$ cat src/rtl/instruction_fetch_unit.sv
// rtl/instruction_fetch_unit.sv - PC owner and fetch sequencer feeding the instruction register
module instruction_fetch_unit #(
   parameter int                ADDR_W   = 12,
   parameter logic [ADDR_W-1:0] RESET_PC = '0,
   parameter int                MAX_WAIT = 15
) (
   input  logic              CLK,
   input  logic              RST,
   input  logic              fetch_en,
   input  logic              next_fetch,
   input  logic              stall,
   input  logic              pc_load,
   input  logic [ADDR_W-1:0] pc_load_value,
   output logic              mem_req,
   output logic [ADDR_W-1:0] mem_addr,
   input  logic              mem_ready,
   input  logic [15:0]       mem_data,
   output logic [15:0]       instruction,
   output logic              ir_write,
   output logic [ADDR_W-1:0] pc,
   output logic              busy,
   output logic              fetch_err
);

   localparam int CNT_W = $clog2(MAX_WAIT + 1);

   typedef enum logic [2:0] {S_IDLE, S_REQ, S_WAIT, S_LOAD, S_HOLD} state_t;

   state_t            state;
   logic [CNT_W-1:0]  wait_cnt;
   logic [ADDR_W-1:0] next_pc;

   // A load coinciding with the request edge must steer the new request address.
   assign next_pc = pc_load ? pc_load_value : pc;
   assign busy    = (state == S_REQ) || (state == S_WAIT) || (state == S_LOAD);

   always_ff @(posedge CLK or negedge RST) begin
      if (!RST) begin
         state       <= S_IDLE;
         pc          <= RESET_PC;
         mem_req     <= 1'b0;
         mem_addr    <= '0;
         instruction <= '0;
         ir_write    <= 1'b0;
         fetch_err   <= 1'b0;
         wait_cnt    <= '0;
      end else begin
         ir_write <= 1'b0;
         case (state)
            S_IDLE: begin
               if (pc_load) begin
                  pc        <= pc_load_value;
                  fetch_err <= 1'b0;
               end
               if (fetch_en && !fetch_err) begin
                  state    <= S_REQ;
                  mem_req  <= 1'b1;
                  mem_addr <= next_pc;
                  wait_cnt <= '0;
               end
            end
            S_REQ, S_WAIT: begin
               // pc_load and fetch_en are deliberately ignored while a request is in flight.
               if (mem_ready) begin
                  state       <= S_LOAD;
                  mem_req     <= 1'b0;
                  instruction <= mem_data;
                  ir_write    <= 1'b1;
               end else if (wait_cnt == CNT_W'(MAX_WAIT - 1)) begin
                  state     <= S_IDLE;
                  mem_req   <= 1'b0;
                  fetch_err <= 1'b1;
               end else begin
                  state    <= S_WAIT;
                  wait_cnt <= wait_cnt + 1'b1;
               end
            end
            S_LOAD: begin
               pc    <= pc_load ? pc_load_value : pc + 1'b1;
               state <= S_HOLD;
               if (pc_load) fetch_err <= 1'b0;
            end
            S_HOLD: begin
               if (pc_load) begin
                  pc        <= pc_load_value;
                  fetch_err <= 1'b0;
               end
               if (!fetch_en) begin
                  state <= S_IDLE;
               end else if (next_fetch && !stall) begin
                  state    <= S_REQ;
                  mem_req  <= 1'b1;
                  mem_addr <= next_pc;
                  wait_cnt <= '0;
               end
            end
            default: begin
               state   <= S_IDLE;
               mem_req <= 1'b0;
            end
         endcase
      end
   end

endmodule

$ cat config.mk
export PLATFORM = sky130hd
export DESIGN_NAME = instruction_fetch_unit
export DESIGN_NICKNAME = d
export VERILOG_FILES = /design/src/rtl/instruction_fetch_unit.sv
export SDC_FILE = /design/constraint.sdc
export NUM_CORES = 1
export LEC_CHECK = 0
export CAP_MARGIN = 30
export CORE_MARGIN = 1.5
export CORE_UTILIZATION = 25
export DETAILED_ROUTE_END_ITERATION = 12
export HOLD_SLACK_MARGIN = 0.02
export PLACE_DENSITY = 0.49
export SETUP_SLACK_MARGIN = 0.5
export SYNTH_ARGS = -nofsm -noshare
export SYNTH_HDL_FRONTEND = slang
export SYNTH_SLANG_ARGS = --single-unit
$ cat constraint.sdc
create_clock -name CLK -period 1.4 [get_ports CLK]
set_input_delay 0.14 -clock CLK [delete_from_list [all_inputs] [get_ports CLK]]
set_output_delay 0.14 -clock CLK [all_outputs]
set_load 0.005 [all_outputs]
==> images/gates.png <==
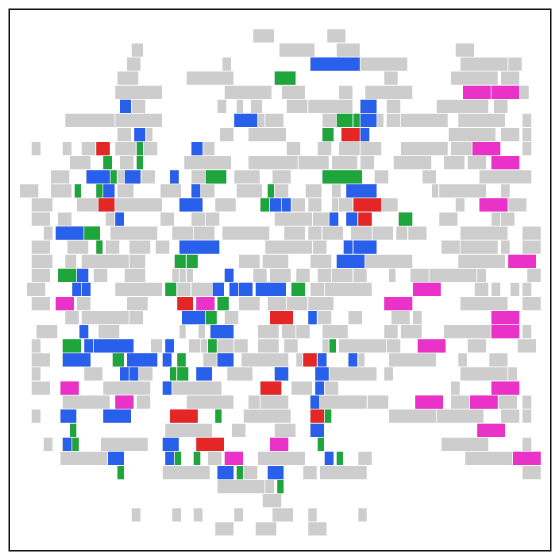
Key: mux cells = magenta [cells 22]; non-inverting ao/oa cells = red [cells 12]; nand cells = green [cells 42]; aoi and oai cells = blue [cells 64]

==> images/ff_map.png <==
Scale bar: 20 um. Other sequential cells in the stronger gray, the rest of the logic in the fainter gray.
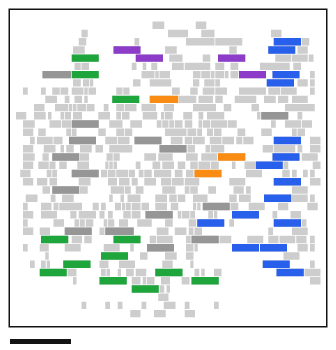
Key: instruction = blue [flops 16]; mem_addr = green [flops 12]; wait_cnt = purple [flops 4]; state = orange [flops 3]
seq pwr: 2.64 mW
Layout Utilization: 47.8%

==> CHANGELOG.md <==
### Physical design

- Clk ins delay skew pair: 0.30 ns
- Invs w/o clock: 7
- Slew Limit Fails: 0
- Worst Slack Setup Final: -0.157 ns
- GR Layer Usage met2: 26.3%
- Site Rows: 36
- Met3 Use GR: 3.95%
- Cell area after synthesis: 2560 um2
- Register-to-register setup slack: -0.16 ns
- Avg Inst Size Synth: 10.3 um2
- Power Dens Cells: 2230 nW/um2
- Placed Cells: between 400 and 500
- Layout Nets: 462
- Worst-Margin Slew: 0.335 ns
- Most common logic cells in the final layout: buf_4, dfrtp_1, buf_6
- R2R depth: 6
- Final Setup Violations: approximately 47
- Status: finished with violations
- Non-clock buffer count: around 180
- Clk tree area frac: 1.94%
- Failing checks: negative setup slack
- Tot GR Track Use: around 16%
- Max Cap Viol: 0
- Most used flip-flop cell after synthesis: dfrtp_1
- Crit path depth: 6
- Post-synthesis cell type count: 56
- DR WL/cell: 15.8 um
- Total wire length: 8830 um
- CP endpoint kind: flip-flop
- Post-synth ARST share: 100%
- Seq share, synth: between 40% and 50%
- Clkbuf count: 7
- Met2 WL: 4150 um
- RSZ-0062 raised after global routing: yes
- Deepest clock path buffer count: 2
- Dominant logic cell type in the layout: buf_4
- Vias/cell: about 4.7
- Clock Skew: 0.00687 ns
synthesized netlist by cell type (all sizes together), types with 2 or more instances:
library cell,count,share of area [%]
a211oi,3,0.88
a21oi,10,2.4
a22o,2,0.68
a2bb2oi,3,1.0
a31oi,7,1.7
and3,2,0.49
buf,11,2.6
clkbuf,4,0.59
dfrtp,50,49
ha,3,1.5
inv,7,1.0
mux2,16,7.0
mux2i,6,2.3
nand2,25,3.7
nand3,6,1.2
nand3b,2,0.59
nand4,6,1.7
nand4b,2,0.68
nor2,13,2.0
nor2b,3,0.73
nor3,4,0.78
o211ai,2,0.59
o21a,4,1.2
o21ai,27,5.3
o22ai,4,0.98
o31ai,2,0.59
or2,3,0.73
or3,2,0.49
or3b,2,0.68
worst reg2reg max path, delay by kind of cell, from the launching register on:
family / cells / cell delay, ns
mux: 1 / 0.29
buf+inv: 3 / 0.41
simple gates: 2 / 0.33
flops: 1 / 0.42
logic make-up (layout without fill, tap and decap cells):
kind of cell	after synthesis	in the layout	share of synthesized area (%)
compound gates	74	76	19.3
xor+xnor	2	2	0.976
fa+ha+maj	3	3	1.46
buf+inv	22	195	4.19
flops	50	50	48.8
mux	22	22	9.37
simple gates	77	77	15.9
power by group:
part	internal [mW]	switching [mW]	total [mW]
combinational	4.12	2.87	6.99
clock	0.400	0.482	0.882
sequential	2.15	0.488	2.64
total	6.67	3.84	10.5
repair_timing:
action / CTS / global route
endpoints found under the hold margin: 50 / 0
pin swaps: 20 / 20
gates cloned: 5 / 1
resized: 231 / 33
buffers inserted: 37 / 13
setup endpoints to repair: 94 / 94
hold buffers: 1 / 0
sequential cells by signal (all words and copies together), names as in the netlist:
register     cells
ir_write         1
fetch_err        1
wait_cnt         4
mem_req          1
mem_addr        12
pc              12
instruction     16
state            3
Power figures rest on the tool's default switching activity, not on a simulated workload.
